[src/rtl/procyon_sync_pkg.sv]
// Shared types and helpers for the procyon synchronizer/glitch filter.
// Latency: n/a (package only).
// Backpressure: n/a (package only).
package procyon_sync_pkg;

  // Widest stability counter any channel may use; the filter counter of a
  // channel never exceeds OPTN_FILTER_CYCLES-1, so upper bits stay zero.
  localparam int CNT_MAX_W = 16;

  // Bits needed to hold a count of 0..filter_cycles.
  function automatic int cnt_width(input int filter_cycles);
    return (filter_cycles < 1) ? 1 : $clog2(filter_cycles + 1);
  endfunction

  // Per-channel filter state: accepted level plus consecutive-mismatch count.
  typedef struct packed {
    logic                 level;
    logic [CNT_MAX_W-1:0] cnt;
  } filt_state_t;

endpackage

[src/rtl/procyon_sync_filter_chan.sv]
// One channel: synchronizer chain, stability filter and registered edge pulses.
// Latency: OPTN_SYNC_DEPTH clocks to sync_o, plus OPTN_FILTER_CYCLES to filt_o.
// Backpressure: none; a new sample is accepted every clock.
module procyon_sync_filter_chan
  import procyon_sync_pkg::*;
#(
  parameter int   OPTN_SYNC_DEPTH    = 2,
  parameter int   OPTN_FILTER_CYCLES = 4,
  parameter logic OPTN_RESET_VAL     = 1'b0
) (
  input  logic clk,
  input  logic rst,
  input  logic async_i,
  input  logic bypass_i,
  output logic sync_o,
  output logic filt_o,
  output logic rise_o,
  output logic fall_o
);

  localparam int CNT_W = cnt_width(OPTN_FILTER_CYCLES);
  localparam logic [CNT_MAX_W-1:0] CNT_LAST = CNT_MAX_W'(OPTN_FILTER_CYCLES - 1);

  // Reject configurations the filter cannot implement.
  if (OPTN_SYNC_DEPTH < 2) begin : g_bad_depth
    $error("procyon_sync_filter_chan: OPTN_SYNC_DEPTH must be >= 2");
  end
  if (OPTN_FILTER_CYCLES < 1) begin : g_bad_filter
    $error("procyon_sync_filter_chan: OPTN_FILTER_CYCLES must be >= 1");
  end
  if (CNT_W > CNT_MAX_W) begin : g_bad_cnt
    $error("procyon_sync_filter_chan: OPTN_FILTER_CYCLES too large for counter");
  end

  // Synchronizer flops; bit 0 is the metastability-catching stage.
  (* ASYNC_REG = "TRUE" *) logic [OPTN_SYNC_DEPTH-1:0] sync_q;
  logic [OPTN_SYNC_DEPTH-1:0] sync_d;
  logic                       sync_w;

  filt_state_t st_q, st_d;
  logic        rise_q, rise_d;
  logic        fall_q, fall_d;

  // Shift the asynchronous input one stage down the chain per clock.
  always_comb begin
    sync_d = {sync_q[OPTN_SYNC_DEPTH-2:0], async_i};
  end

  assign sync_w = sync_q[OPTN_SYNC_DEPTH-1];

  // Synchronizer chain register, reset to the channel's idle level.
  always_ff @(posedge clk) begin
    if (rst) begin
      sync_q <= {OPTN_SYNC_DEPTH{OPTN_RESET_VAL}};
    end else begin
      sync_q <= sync_d;
    end
  end

  // Filter next state: accept a new level only after a full run of mismatches,
  // or immediately when bypassed; edges compare current and next level.
  always_comb begin
    st_d = st_q;
    if (bypass_i) begin
      st_d.level = sync_w;
      st_d.cnt   = '0;
    end else if (sync_w == st_q.level) begin
      st_d.cnt = '0;
    end else if (st_q.cnt == CNT_LAST) begin
      st_d.level = sync_w;
      st_d.cnt   = '0;
    end else begin
      st_d.cnt = st_q.cnt + 1'b1;
    end
    rise_d = ~st_q.level & st_d.level;
    fall_d = st_q.level & ~st_d.level;
  end

  // Filter state and edge pulse registers; reset drops any pending pulse.
  always_ff @(posedge clk) begin
    if (rst) begin
      st_q   <= '{level: OPTN_RESET_VAL, cnt: '0};
      rise_q <= 1'b0;
      fall_q <= 1'b0;
    end else begin
      st_q   <= st_d;
      rise_q <= rise_d;
      fall_q <= fall_d;
    end
  end

  assign sync_o = sync_w;
  assign filt_o = st_q.level;
  assign rise_o = rise_q;
  assign fall_o = fall_q;

endmodule

[src/rtl/procyon_sync_filter.sv]
// Multi-channel synchronizer with per-channel glitch filter and edge detect.
// Latency: OPTN_SYNC_DEPTH + OPTN_FILTER_CYCLES clocks from a clean input step.
// Backpressure: none; every channel samples its input every clock.
module procyon_sync_filter
  import procyon_sync_pkg::*;
#(
  parameter int                          OPTN_NUM_CHANNELS  = 4,
  parameter int                          OPTN_SYNC_DEPTH    = 2,
  parameter int                          OPTN_FILTER_CYCLES = 4,
  parameter logic [OPTN_NUM_CHANNELS-1:0] OPTN_RESET_VAL    = '0
) (
  input  logic                         clk,
  input  logic                         rst,
  input  logic [OPTN_NUM_CHANNELS-1:0] i_async_data,
  input  logic [OPTN_NUM_CHANNELS-1:0] i_bypass,
  output logic [OPTN_NUM_CHANNELS-1:0] o_sync_data,
  output logic [OPTN_NUM_CHANNELS-1:0] o_filt_data,
  output logic [OPTN_NUM_CHANNELS-1:0] o_rise,
  output logic [OPTN_NUM_CHANNELS-1:0] o_fall
);

  if (OPTN_NUM_CHANNELS < 1) begin : g_bad_channels
    $error("procyon_sync_filter: OPTN_NUM_CHANNELS must be >= 1");
  end

  // Channels are fully independent; one instance per input bit.
  for (genvar c = 0; c < OPTN_NUM_CHANNELS; c++) begin : g_chan
    procyon_sync_filter_chan #(
      .OPTN_SYNC_DEPTH    (OPTN_SYNC_DEPTH),
      .OPTN_FILTER_CYCLES (OPTN_FILTER_CYCLES),
      .OPTN_RESET_VAL     (OPTN_RESET_VAL[c])
    ) u_chan (
      .clk      (clk),
      .rst      (rst),
      .async_i  (i_async_data[c]),
      .bypass_i (i_bypass[c]),
      .sync_o   (o_sync_data[c]),
      .filt_o   (o_filt_data[c]),
      .rise_o   (o_rise[c]),
      .fall_o   (o_fall[c])
    );
  end

endmodule

[config.mk]
export PLATFORM = sky130hd
export DESIGN_NAME = procyon_sync_filter
export DESIGN_NICKNAME = d
export VERILOG_FILES = /design/src/rtl/procyon_sync_pkg.sv /design/src/rtl/procyon_sync_filter_chan.sv /design/src/rtl/procyon_sync_filter.sv
export SDC_FILE = /design/constraint.sdc
export NUM_CORES = 1
export LEC_CHECK = 0
export CELL_PAD_IN_SITES_DETAIL_PLACEMENT = 1
export CELL_PAD_IN_SITES_GLOBAL_PLACEMENT = 1
export CORE_ASPECT_RATIO = 1.1
export CORE_MARGIN = 10
export CORE_UTILIZATION = 41
export DETAILED_ROUTE_END_ITERATION = 8
export MAX_ROUTING_LAYER = met4
export PLACE_DENSITY = 0.73
export REMOVE_ABC_BUFFERS = 1
export SLEW_MARGIN = 25
export SYNTH_ARGS = -nofsm -noshare
export SYNTH_HDL_FRONTEND = slang
export SYNTH_HIERARCHICAL = 1
export SYNTH_SLANG_ARGS = --single-unit
[constraint.sdc]
create_clock -name clk -period 1.5 [get_ports clk]
set_input_delay 0.225 -clock clk [delete_from_list [all_inputs] [get_ports clk]]
set_output_delay 0.225 -clock clk [all_outputs]
set_load 0.02 [all_outputs]
metal_density.png
The bar under the picture is 20 um long. 22 x 23 tiles, from black (low) to pale yellow (high), scaled to the fullest tile. Values are wire area over tile area, all layers added.
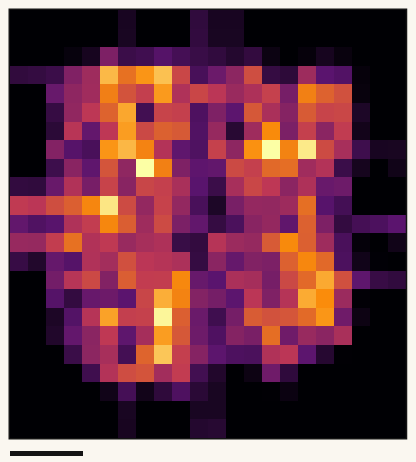
fullest tile = 0.41
mean over tiles = 0.11
nearly empty tiles = 32%
tiles over half the peak = 21%

detail.png
The bar under the picture is 20 um long. Region (2, 4) to (52, 54) um. Cells in grey, sequential cells in the stronger grey; small squares are vias.
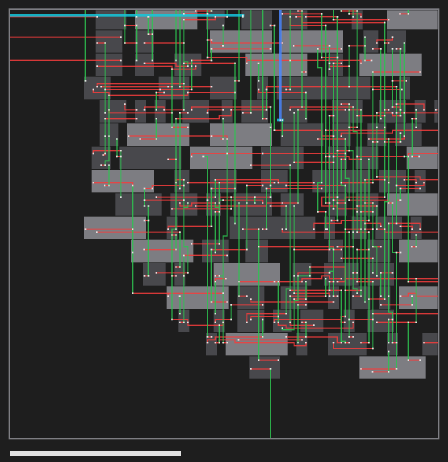
green -> metal 2
blue -> metal 4
cyan -> metal 3
red -> metal 1
most frequent = dfxtp_1 (18), nor2_1 (16), xor2_1 (10)
cells with their middle in the window = 105
sequential cells in the window = 20
netlist names of flops here include = `g_chan.u_chan/st_q` (16), `g_chan.u_chan/sync_q` (3)

placement.png
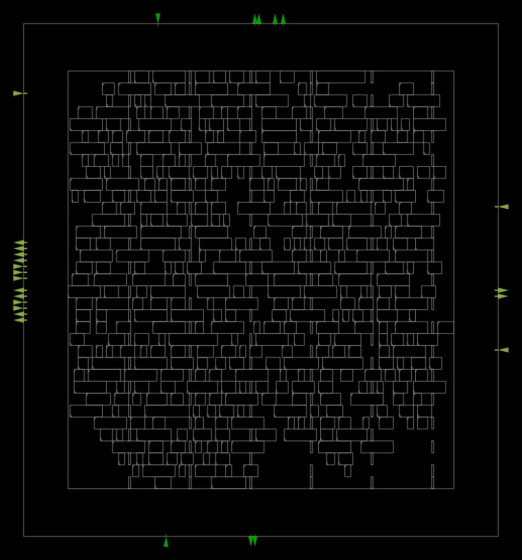
final core utilization: 55.7%
tapcell count: 111
fraction of area in registers: 36.3%
number of sequential cells in the layout: 84
fill cell instance count of the final layout: 937

placement_by_type.png
Fill, decap, tap and diode cells in grey.
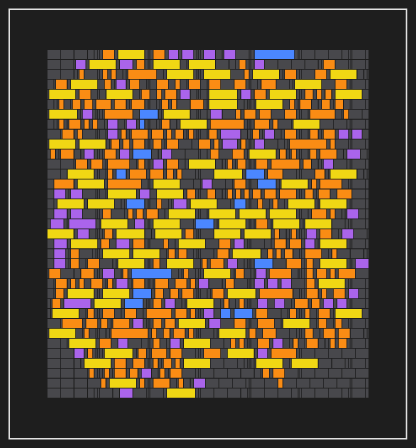
orange -> combinational and other logic  # cells 260, share of their area 44%
blue -> clock drivers and dummy loads  # cells 16, share of their area 5.0%
yellow -> flops  # cells 84, share of their area 37%
purple -> other buffers and delay cells  # cells 74, share of their area 14%

==> run notes <==
The flow ran to the end, and the final reports show no timing, DRC or antenna violations. The layer with the highest usage after global routing was met2. The logs give 1.73 nW for the leakage component of the power and 11 for the count of clock buffers in the final design. Among logic cells in the layout, the one with the most instances is sky130_fd_sc_hd__dfxtp_1. In this run, the synthesized area fraction spent on xor and xnor cells is recorded as 13.0%. The cell area reported after detailed placement was 4210 um2. The run gives 0.360 ns for the transition time of the tightest slew-check pin. The slew check shows that the tightest pin keeps a relative margin of 75.8%.

The critical path's slowest stage uses the library cell sky130_fd_sc_hd__nor4_2. The final critical-path setup slack is 0.0359 ns, and the fraction of power spent switching nets is 21.6%. The power report lists the sequential group at 2.26 mW. Counting tap cells, the placed design contains a total of 529 instances.

With the overall track demand over capacity in global routing at 14.4%, the clock latency at the later pin of the worst-skew pair is 0.34 ns. In this run the horizontal extent of the chip is 108 um. All stages included, the depth of the critical timing path comes to 5. Summing all flip-flop and latch instances after layout gives 1690 um2.

The repair_antennas step left the layout with diodes totalling 0. Power share of the clock group: 43.0%. The clock tree has to reach 84 sinks. The count of buffer and inverter cells on the critical path is 1, and the register share after synthesis is 48.1%. The dominant power group in this design is sequential cells.

With the global-route met3 utilization at 3.83%, the number of clock buffers inserted by TritonCTS is 9. The number of maximum-capacitance violations recorded for the run is 0. The post-layout minimum cycle time came out at 1.46 ns. Counting flops with a built-in enable in the synthesized netlist gives 0.

The count of hold-fix buffers inserted at cts was 0. With the initial antenna violation count at 0, the setup violation total in the final timing report is 0. The chip area line in the Yosys stat output reads 3500 um2. Final hold analysis gives a worst-case slack of 0.432 ns. The cell class ranked first by area was logic gates. In the Yosys report the total cell count is 352.

Worst min-delay path category: input pin to flip-flop. The capture point of the critical path was reported as g_chan[1].u_chan/st_q[11]. Wire segments on met2 add up to 4700 um in the final route. The run gives 4 for the detailed-router iteration count before antenna repair. The launch point of the worst min-delay path is recorded as i_async_data[1]. The largest registers in the layout are g_chan.u_chan/st_q: 64 flops, g_chan.u_chan/sync_q: 8 flops.

The run gives 0.799 as the final weighted congestion in routability-driven placement. Per the timing report, the achievable frequency comes out to 683 MHz. The power in the clock group is 1.82 mW.
Power and IR drop assume default switching activity.
